**config.mk**
```make
export PLATFORM = sky130hd
export DESIGN_NAME = dm_port_arbiter
export DESIGN_NICKNAME = d
export VERILOG_FILES = /design/src/rtl/dm_port_arbiter.sv
export SDC_FILE = /design/constraint.sdc
export NUM_CORES = 1
export LEC_CHECK = 0
export ABC_CLOCK_PERIOD_IN_PS = 4700
export CORE_ASPECT_RATIO = 1.4
export CORE_MARGIN = 2
export CORE_UTILIZATION = 28
export DETAILED_ROUTE_END_ITERATION = 10
export HOLD_SLACK_MARGIN = 0.05
export PLACE_DENSITY_LB_ADDON = 0.2
export SLEW_MARGIN = 20
export SYNTH_ARGS = -nofsm -noshare
export SYNTH_HDL_FRONTEND = slang
export SYNTH_SLANG_ARGS = --single-unit
```
**constraint.sdc**
```tcl
create_clock -name clk -period 4.7 [get_ports clk]
set_input_delay 1.41 -clock clk [delete_from_list [all_inputs] [get_ports clk]]
set_output_delay 1.41 -clock clk [all_outputs]
set_load 0.005 [all_outputs]
```
**src/rtl/dm_port_arbiter.sv**
```systemverilog
// dm_port_arbiter: two-port data memory arbiter, A priority, B anti-starvation and locked bursts; perf counters under DM_ARB_PERF_CNT_EN
module dm_port_arbiter #(
  parameter int AW = 16,
  parameter int DW = 16,
  parameter int MAX_WAIT = 4,
  parameter int BURST_MAX = 4
) (
  input  logic          clk,
  input  logic          rst,
  input  logic          a_re,
  input  logic          a_we,
  input  logic [AW-1:0] a_addr,
  input  logic [DW-1:0] a_wdata,
  output logic          a_rvalid,
  output logic          stall_pipe,
  input  logic          b_req,
  input  logic          b_we,
  input  logic          b_lock,
  input  logic [AW-1:0] b_addr,
  input  logic [DW-1:0] b_wdata,
  output logic          b_gnt,
  output logic          b_rvalid,
  output logic [DW-1:0] b_rdata,
  output logic          mem_re,
  output logic          mem_we,
  output logic [AW-1:0] mem_addr,
  output logic [DW-1:0] mem_wdata,
  input  logic [DW-1:0] mem_rdata
`ifdef DM_ARB_PERF_CNT_EN
  ,
  output logic [15:0]   perf_stall_cnt,
  output logic [15:0]   perf_bgnt_cnt
`endif
);
  typedef enum logic {PIPE, BURST} state_t;
  localparam logic [3:0] MW = 4'(MAX_WAIT);
  localparam logic [3:0] BM = 4'(BURST_MAX);
  state_t state, state_nxt;
  logic [3:0] wait_cnt, burst_cnt;
  logic a_req, burst_ok, gnt_a, gnt_b, a_rv_q, b_rv_q;
  always_comb begin
    a_req = a_re | a_we;
    burst_ok = b_req & b_lock & (burst_cnt < BM);
    gnt_b = !rst & ((state == BURST) ? burst_ok : b_req & ((wait_cnt == MW) | !a_req));
    gnt_a = !rst & a_req & !gnt_b;
    state_nxt = (state == BURST) ? (burst_ok ? BURST : PIPE) : ((gnt_b & b_lock) ? BURST : PIPE);
  end
  assign stall_pipe = !rst & a_req & !gnt_a;
  assign b_gnt = gnt_b;
  assign mem_addr = gnt_b ? b_addr : a_addr;
  assign mem_wdata = gnt_b ? b_wdata : a_wdata;
  assign mem_re = gnt_a ? !a_we : gnt_b & !b_we;
  assign mem_we = gnt_a ? a_we : gnt_b & b_we;
  assign b_rdata = mem_rdata;
  assign a_rvalid = a_rv_q & !rst;
  assign b_rvalid = b_rv_q & !rst;
  always_ff @(posedge clk) begin
    if (rst) begin
      state <= PIPE;
      wait_cnt <= '0;
      burst_cnt <= '0;
      a_rv_q <= 1'b0;
      b_rv_q <= 1'b0;
    end else begin
      state <= state_nxt;
      burst_cnt <= (state_nxt == BURST) ? ((state == BURST) ? burst_cnt + 4'd1 : 4'd1) : 4'd0;
      wait_cnt <= gnt_b ? 4'd0 :
                  (state == PIPE && gnt_a) ? (b_req ? ((wait_cnt == MW) ? wait_cnt : wait_cnt + 4'd1) : 4'd0) :
                  wait_cnt;
      a_rv_q <= gnt_a & !a_we;
      b_rv_q <= gnt_b & !b_we;
    end
  end
`ifdef DM_ARB_PERF_CNT_EN
  always_ff @(posedge clk) begin
    if (rst) begin
      perf_stall_cnt <= '0;
      perf_bgnt_cnt <= '0;
    end else begin
      perf_stall_cnt <= (stall_pipe && perf_stall_cnt != 16'hFFFF) ? perf_stall_cnt + 16'd1 : perf_stall_cnt;
      perf_bgnt_cnt <= (gnt_b && perf_bgnt_cnt != 16'hFFFF) ? perf_bgnt_cnt + 16'd1 : perf_bgnt_cnt;
    end
  end
`endif
endmodule

```
### Supply network

Scale: 4 px per um. Pins as bars on the die edge.
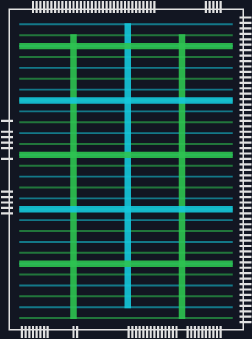
legend:
  VSS:
    color: green
  VDD:
    color: cyan
signal pins: 141
met5 straps: 5
met1 rails: 28

### Cells colored by class

Scale: 3 px per um. Fill, decap, tap and diode cells in gray.
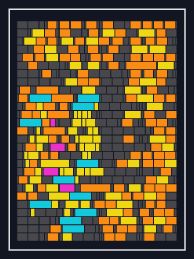
legend:
  clock drivers and dummy loads:
    color: magenta
    cells: 4
  remaining logic cells:
    color: yellow
    cells: 79
  sequential cells:
    color: cyan
    cells: 11
  remaining buffers and delay cells:
    color: orange
    cells: 125

### Clock network drawn from the DEF

Scale: 8 px per um.
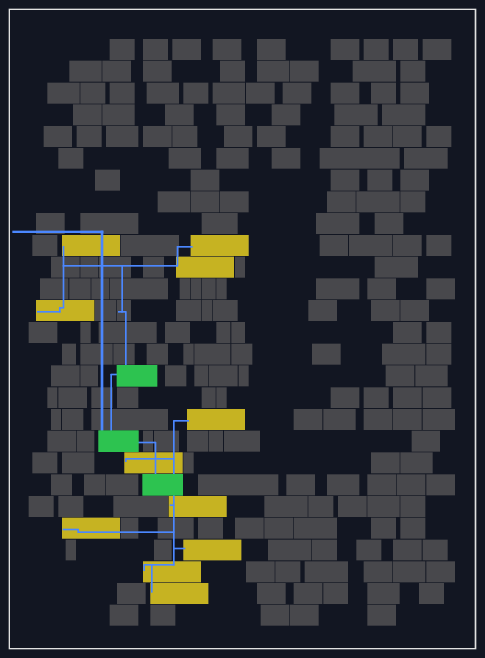
legend:
  clock wires:
    color: blue
    length: 156 um
  clock-net drivers:
    color: green
    count: 3
  flip-flops:
    color: yellow
    count: 11
routed clock nets: 4

### Routed metal, one color a layer

Scale: 4 px per um. Two of the layers only.
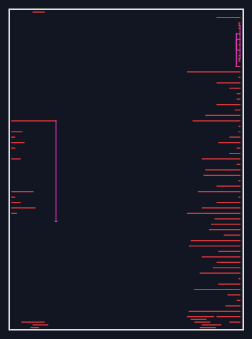
legend:
  M4:
    color: magenta
    wire_length: 41.5 um
  M3:
    color: red
    wire_length: 352 um

==> results_slide.txt <==
Flow Results at a Glance

Run status
  – Status: completed

Worst setup path
  – CP max FO: 9
  – Worst r2r src: wait_cnt[0]
  – Crit path kind: in2out
  – Worst R2R End: burst_cnt[1]
  – Startpoint type of the worst setup path: input pin
  – Crit path from: b_lock
  – Worst Path Arrival: 3.21 ns
  – Critical-path cell list: clkdlybuf4s15_1, nor3b_4, o221ai_4, nor2_4, buf_4, buf_12, buf_4, buf_12, mux2_2, dlygate4sd2_1
  – FF-to-FF setup slack: 2.73 ns
  – Reg2Reg Depth: 10
  – CP endpoint kind: output port
  – Crit path max-delay cell type: mux2_2
  – Crit path largest cell delay: 0.33 ns
  – Worst setup path endpoint: mem_addr[12]
  – CP required: 3.29 ns

Logic synthesis
  – Dominant cell type by area after synthesis: dfxtp_1
  – Top FF cell, synth: dfxtp_1
  – Post-synth EDFFs: 0
  – Top logic family: multiplexers
  – Compound Share, Synth: 9.05%
  – Synth Seq Share: 19.2%
  – Yosys cell types: 34
  – Yosys Instances: 111
  – Synth top area share: 19.2%
  – #FFs+latches synth: 11
  – Commonest cells in the netlist: mux2_2 (19), buf_4 (17), mux2_4 (14), dfxtp_1 (11), nor2_1 (6)
  – Syn Std Cell Area: 0.00115 mm^2
  – YS chip area: 0.00115 mm^2
  – XOR Share, Synth: 0.763%
  – Top cells by area: dfxtp_1 (19%), mux2_2 (19%), mux2_4 (18%)
  – Yosys warns: 0
  – Simple-Gate Area Share: 13.3%
  – Yosys adder share: 3.27%
  – FFs w/ async S/R, synth: 0%
  – Post-Syn Area per Cell: 10.3 um^2
  – Synthesized netlist cell count: 111
  – Most common cell in the netlist: mux2_2
  – Syn_nets: 201
  – Mux area share: 37.8%

STA
  – Max-slew violations: 0
  – Max Clk Rate: 216 MHz
  – Endpoints failing setup: 0
  – Final worst slack: 0.0788 ns
  – Skew final: 0.00218 ns
  – RSZ-0062 raised after global routing: false
  – WHS: 0.503 ns
  – Total negative slack: 0 ns
  – Period minus WS final: 4.62 ns
  – Hold Fails Final Rpt: 0
  – Period utilization: 98.3%

Cells and area
  – Area grow syn2layout: 104%
  – Fillers: 342
  – # diodes: 0
  – Share of layout cells above drive strength 1: 27.4%
  – Final std cells w/o fill: 262
  – Fin util: 59.7%
  – Largest registers: burst_cnt: 4 flops, wait_cnt: 4 flops
  – Final instance area: 0.00234 mm^2
  – Final #Nets: 310

Routing
  – Total Wirelength: 3890 um
  – Vias/cell: 4.69
  – Total length of routed met2 wires: 2100 um
  – Detail Route Antenna Nets: 0
  – Initial DRT Pass Iterations: 3
  – Met1 wire length: 1400 um
  – Routed wire per std cell: 14.8 um
  – WL met3: 351 um
  – DR iter-0 viols: 19
  – DR vias: 1229
  – Post-route DRC violation count: 0
  – DR top layer: met4

Pwr
  – Maximum VDD drop: 0.142 mV
  – Pleak: 0.000996 uW
  – Total power: 337 uW
  – Power per Cell Area: 144 mW/mm^2

Global routing
  – Largest net degree at the start of global routing: 11
  – Total grt overflow: 0
  – GR Layer Usage met2: 33.0%
  – Vias in the first global route: 1353
  – Global-route wire length before repair: 6240 um
  – Met1 usage: 17.8%
  – Gr busiest metal: met2
  – Met3 Track Usage GR: 4.70%
  – Antenna violations before repair: 0
  – All-Layer GR Usage: 17.2%

Placement
  – IO buf count: 108
  – RD Place Congestion: 0.699
  – Dpl ws: -0.239 ns
  – Post-Place Cells: 249
  – Area post-placement: 0.00219 mm^2
  – HPWL after DPL: 3140 um

Clocking
  – Htree depth: 1
  – Clock-pin slew on the worst setup and hold paths: 0.05 ns
  – Hold_buf cts: 0
  – Clock Sinks: 11
  – Clk latency late pin: 0.23 ns
  – Post-cts resize count: 41
  – Root buf cell: clkbuf_8
  – CTS Buf Count: 3
  – CTS tree: built
  – Post-CTS Setup Inserts: 7
  – Deepest clock path buffer count: 2

Floorplanning
  – Die W: 58.1 um
  – I/O pins: 141
  – Fp_density: 29.3%
  – Die Height: 79.7 um
  – Total die size: 0.00463 mm^2
  – Core Region: 0.00392 mm^2
  – Std-Cell Rows: 27

Min path
  – Hold Path End: wait_cnt[1]
  – Min-Delay Path Depth: 2
  – Hold path start: wait_cnt[1]
  – Min-delay worst type: reg2reg

Flow run
  – Max cap viols: 0
  – Tool Warnings: 27
==> kinds of logic after synthesis <==
family,Yosys count
buffers and inverters,24
adder cells (fa/ha/maj),3
other,1
AND-OR/OR-AND,12
flip-flops,11
XOR/XNOR,1
multiplexers,34
AND/OR/NAND/NOR,25
==> cells in the final DEF (no fill, tap or decap), types with 2 or more instances in the layout <==
master | netlist | layout
and4_1 | 2 | 2
buf_16 | 0 | 2
nand2_1 | 4 | 4
a211oi_1 | 2 | 2
buf_4 | 17 | 10
nand3_1 | 2 | 2
nor2b_1 | 2 | 2
nor2_1 | 6 | 6
mux2_2 | 19 | 19
dlygate4sd2_1 | 0 | 35
dfxtp_1 | 11 | 11
clkbuf_8 | 0 | 3
nand2b_1 | 2 | 2
clkdlybuf4s50_1 | 0 | 72
mux2_4 | 14 | 14
ha_1 | 3 | 3
a21oi_1 | 3 | 3
inv_1 | 3 | 3
buf_12 | 1 | 4
==> power breakdown <==
part           total (uW)  leakage [uW]  switching [uW]  internal (uW)
clock network        93.3     0.0000255            35.1           58.2
registers            96.7     0.0000894            1.44           95.3
logic                 147      0.000881            39.8            108
total                 337      0.000996            76.4            261
==> final cells by class <==
| type | instances | area (um^2) | share of cell area, % |
|---|---|---|---|
| clock buffers | 3 | 41.3 | 1.76 |
| clock inverters | 1 | 5.00 | 0.214 |
| inverters | 3 | 11.3 | 0.481 |
| multi-input cells | 76 | 751 | 32.1 |
| flip-flops and latches | 11 | 220 | 9.41 |
| well taps | 43 | 53.8 | 2.30 |
| repair buffers | 125 | 1260 | 53.8 |
==> critical path, delay by kind of cell <==
family,cells,cell delay [ns]
buffers and inverters,6,0.96
muxes,1,0.33
and+or+nand+nor,2,0.37
AOI/OAI and AO/OA,1,0.14
Power figures rest on the tool's default switching activity, not on a simulated workload.
